==> config.mk <==
export PLATFORM = sky130hd
export DESIGN_NAME = dmem_arbiter
export DESIGN_NICKNAME = d
export VERILOG_FILES = /design/src/rtl/dmem_arbiter.sv
export SDC_FILE = /design/constraint.sdc
export NUM_CORES = 1
export LEC_CHECK = 0
export ABC_AREA = 1
export CORE_AREA = 2 2 118 120
export DETAILED_ROUTE_END_ITERATION = 10
export DIE_AREA = 0 0 120 122
export PLACE_DENSITY = 0.66
export SYNTH_ARGS = -nofsm -noshare
export SYNTH_HDL_FRONTEND = slang
export SYNTH_SLANG_ARGS = --single-unit
==> constraint.sdc <==
create_clock -name clk -period 1.52 [get_ports clk]
set_input_delay 0.304 -clock clk [delete_from_list [all_inputs] [get_ports clk]]
set_output_delay 0.304 -clock clk [all_outputs]
set_load 0.01 [all_outputs]
Run 1, cell area per tile:
Scale: 3 px per µm. 12 x 12 tiles, from dark blue (low) to red (high), 0 to 100% covered.
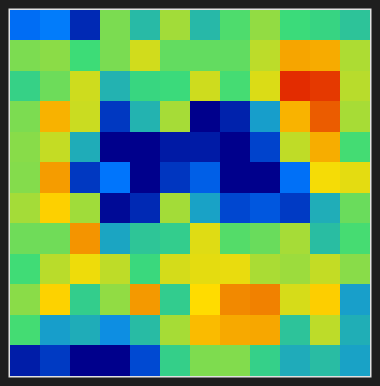
nearly empty tiles: 6.2%
densest ninth of the die: top right
mean over tiles: 49%
initial core utilization: 22.0%
core area: 0.0135 mm²

Run 1, metal 1:
Scale: 4 px per µm. Supply wires on this layer in grey.
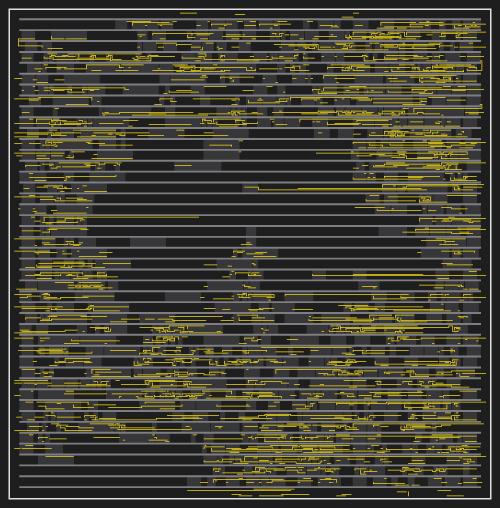
longest straight run: 60.3 µm
share of all routed wire: 38%
WL final: 15800 µm
routed vias: 4156

Run 1, drive-strength map:
Scale: 3 px per µm.
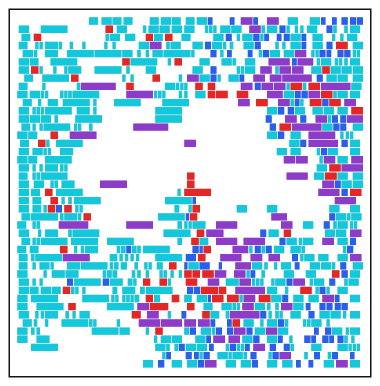
legend:
  purple:
    size: x6 and larger
    cells: 86
    share: 11%
  cyan:
    size: x1 and smaller
    cells: 532
    share: 65%
  blue:
    size: x2
    cells: 131
    share: 16%
  red:
    size: x3 and x4
    cells: 70
    share: 8.5%
final worst setup slack: -596 ps
post-route cell area: 0.00742 mm²

==> results.txt, run 1 <==
run metrics: Hold Path Class=in -> async, global-route wire length before repair=around 23000 µm, clk root buf=clkbuf_16, # setup viols final=between 70 and 80, asr flop ratio synth=100%, Slowest-stage cell, CP=dfrtp_1, vias in the first global route=about 4100, Worst setup SP type=flop, Post-Synth AOI/OAI Area=1.39%, total power per unit cell area=around 660 mW/mm², via/cell ratio=between 4 and 5, final worst setup slack=-596 ps, GRT Util Overall=~20%, Synth Register Bits=approximately 43, hold_ws=407 ps, Place WS=-965 ps, Fin. Hold Viols=0, n_diodes=0, Synth-to-Final Area Change=149%, relative slew slack=about 79%, HPWL after DPL=10900 µm, yosys stat area=0.00298 mm², crit path buf inv count=6, CTS tree=yes, end-of-flow core utilization=a little over half, failing checks=negative setup slack, stage-log warning count=31, status=finished, violations left, Simple-Gate Area Share=45.0%, Dominant comb cell=simple AND/OR/NAND/NOR gates, DRT antenna net count=0, mux frac, synth=0%, MaxCap Viol Count=0, CTS max path bufs=2, Worst-Margin Slew=310 ps, Initial DRC Count=141, Lkg Pwr=approximately 0.0039 µW, initial antenna violation count=0, chip width=120 µm, top_reg_cell synth=dfrtp_1, cell repeated most along the worst path=nand2_2, nets=995, WS Path Type=reg -> out, FP Rows=43, Peak VDD IR=753 µV, number of synthesis warnings=0, CTS buffer count=5, r2r setup slk=-80 ps, yosys cell count=469, Syn Std Cell Area=0.00298 mm², xor+xnor area frac=less than 1%, biggest area cells=nand2_1 (40%), dfrtp_1 (36%), buf_4 (8.6%), Chip Height=between 100 and 150 µm, adder share=1.68%, Final period util=139%, H-tree levels=2
## run 1: layout make-up
cell class / count / area (µm²) / share of cell area, %
clock inverters: 2 / 12.5 / 0.169
flip-flops and latches: 43 / 1080 / 14.5
well taps: 180 / 225 / 3.04
clock buffers: 6 / 129 / 1.74
inverters: 17 / 88.8 / 1.20
repair buffers: 394 / 4040 / 54.4
multi-input cells: 357 / 1850 / 24.9
## run 1: routing by layer
layer / share of wire [%] / vias to the layer above / wire length [µm] / GRT usage, %
met5: 0 / - / 0 / 0
met2: 49 / 194 / 7780 / 35.0
met4: 2.7 / 0 / 429 / 7.28
met1: 38 / 1848 / 6010 / 23.0
met3: 10 / 31 / 1590 / 6.74
li1: - / 2083 / - / -
## run 1: synthesized netlist by cell type, types with 2 or more instances
| library cell | instances |
|---|---|
| nand2_1 | 319 |
| buf_8 | 2 |
| buf_4 | 34 |
| nand2_2 | 3 |
| inv_2 | 7 |
| nand4_1 | 2 |
| nor2_1 | 6 |
| nand3_1 | 11 |
| buf_2 | 11 |
| a21oi_1 | 3 |
| buf_6 | 3 |
| dfrtp_1 | 43 |
| ha_1 | 4 |
| inv_1 | 10 |
## run 1: what timing repair did
item | in CTS | in global routing
setup endpoints to repair | 111 | 117
gates cloned | 10 | 1
hold buffers | 0 | 0
pin swaps | 30 | 10
gates resized | 464 | 73
buffers inserted | 29 | 10
## run 1: placed cells by master (no fill, tap or decap), types with 10 or more instances in the layout
master,instances
dlymetal6s2s_1,16
dfrtp_1,43
buf_12,10
clkdlybuf4s50_1,187
buf_6,52
nand2_4,18
buf_4,45
nand2_2,86
dlygate4sd2_1,34
nand2_1,217
buf_2,34
## run 1: power by group
part | switching (µW) | internal (µW) | leakage (µW)
sequential | 123 | 1360 | 0.000550
clock | 429 | 606 | 0.0000669
combinational | 974 | 1390 | 0.00332
==> run 2, diff against run 1 <==
Settings changed: SLEW_MARGIN from default to 5.
Run 2, placed standard cells:
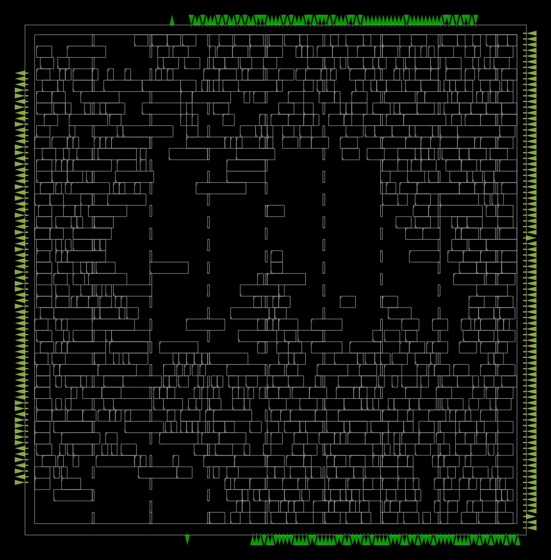
Well Taps: 180
sequential cell area share: 14.5%
FP Rows: 43

Run 2, cell area per tile:
Scale: 3 px per µm. 12 x 12 tiles, from dark blue (low) to red (high), 0 to 100% covered.
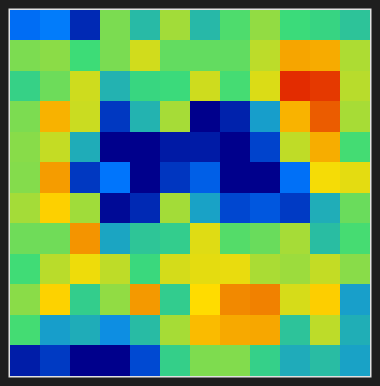
tiles over 75% full: 14%
nearly empty tiles: 6.2%
densest ninth of the die: top right
end-of-flow core utilization: 54.9%

==> run 2 against run 1 <==
- the run still ends with negative setup slack left
- die size unchanged
- global-route usage did not move
- wire length unchanged
- largest power group unchanged
- synthesized cell count unchanged
==> results.txt, run 2 <==
run metrics: NetSw=1530 µW (unchanged), WL final=15800 µm (unchanged), Final period util=139% (unchanged), # setup viols final=79 (unchanged), total power per unit cell area=658 mW/mm² (unchanged), Initial DRC Count=141 (unchanged), Crit path max-delay family=buffers and inverters, n_diodes=0 (unchanged), chip width=120 µm (unchanged), global-route wire length before repair=22700 µm (unchanged), yosys cell count=469 (unchanged), sw frac=31.2% (unchanged), clock network power share=21.2% (about the same), final worst setup slack=-596 ps (unchanged), Syn Std Cell Area=0.00298 mm² (unchanged), initial core utilization=22.0% (unchanged), WS Path Type=reg -> out, vias in the first global route=4106 (unchanged), Seq pwr share=30.3% (about the same), CTS max path bufs=2 (unchanged), H-tree levels=2 (unchanged), asr flop ratio synth=100% (unchanged), failing checks=negative setup slack, status=finished, violations left, Top cells excl fill/tap=nand2_1 (217), clkdlybuf4s50_1 (187), nand2_2 (86), Commonest cells post-synth=nand2_1 (319), dfrtp_1 (43), buf_4 (34), initial antenna violation count=0 (unchanged), Internal=3360 µW (unchanged), Peak VDD IR=753 µV (unchanged), Worst-Margin Slew=310 ps (unchanged), Fin. Hold Viols=0 (unchanged), number of synthesis warnings=0 (unchanged), CTS buffer count=5 (unchanged), Synth Register Bits=43 (unchanged), via/cell ratio=4.16 (unchanged), DRT antenna net count=0 (unchanged), Synth-to-Final Area Change=149% (unchanged), yosys stat area=0.00298 mm² (unchanged), Largest Pwr Group=combinational cells, cell repeated most along the worst path=nand2_2, CTS tree=yes, Comb power frac=48.5% (about the same), P_seq=1480 µW (about the same), biggest area cells=nand2_1 (40%), dfrtp_1 (36%), buf_4 (8.6%), Yosys top cell by instances=nand2_1, CP Capture Type=output pin, Place WS=-965 ps (unchanged), Netlist cell types=25, hold_ws=407 ps (unchanged), GRT Util Overall=20.1% (unchanged), Power Clock=1030 µW (about the same), Hold Path Class=in -> async, HPWL after DPL=10900 µm (unchanged), routed vias=4156 (unchanged), post-route cell area=0.00742 mm² (unchanged), relative slew slack=79.2% (unchanged), nets=995 (unchanged), Worst setup SP type=flop, core area=0.0135 mm² (unchanged), total grt overflow=0, Hold Buf Count CTS=0 (unchanged), Commonest Layout Cell=nand2_1
## run 2: cell counts after synthesis
No cell type changed its count.
## run 2: layout make-up
| cell class | instances | area [µm²] |
|---|---|---|
| multi-input cells | 357 | 1850 |
| repair buffers | 394 | 4040 |
| inverters | 17 | 88.8 |
| well taps | 180 | 225 |
| fillers | 1251 | 6090 |
| flip-flops and latches | 43 | 1080 |
| clock buffers | 6 | 129 |
| clock inverters | 2 | 12.5 |
## run 2: per-stage QoR
stage / std cells / util [%] / power [µW] / TNS [ps]
after detailed placement: 947 / 46.9 / 3600 / -71160
after global placement: 947 / 46.9 / 3590 / -71730
after floorplan: 469 / - / 2230 / -4150
after CTS: 991 / 52.8 / 4900 / -36200
after global routing: 999 / 54.9 / 5150 / -42400
final: 999 / 54.9 / 4880 / -34880
## run 2: cells by family (layout without fill, tap and decap cells)
family,Yosys count,after routing,synth area share [%]
buffers and inverters,69,419,15.5
AOI/OAI and AO/OA,7,7,1.39
xor gates and xnor gates,1,1,0.294
adders and majority gates,4,4,1.68
and+or+nand+nor,345,345,45.0
DFF,43,43,36.1
## run 2: timing repair
item,4_1_cts,5_1_grt
setup endpoints to repair,111,117
setup buffers,29,10
gates cloned,10,1
pin swaps,30,10
gates resized,464,73
## run 2: layer usage
| layer | global-route usage (%) | vias up | wire, µm |
|---|---|---|---|
| met3 | 6.74 | 31 | 1590 |
| met1 | 23.0 | 1848 | 6010 |
| met2 | 35.0 | 194 | 7780 |
| met5 | 0 | - | 0 |
| li1 | - | 2083 | - |
| met4 | 7.28 | 0 | 429 |
## run 2: worst reg2reg max path, delay by kind of cell, from the launching register on
kind / cells / cell delay, ps
buffers and inverters: 6 / 660
adder cells (fa/ha/maj): 1 / 160
AND/OR/NAND/NOR: 5 / 310
flip-flops: 1 / 350
Power figures rest on the tool's default switching activity, not on a simulated workload.
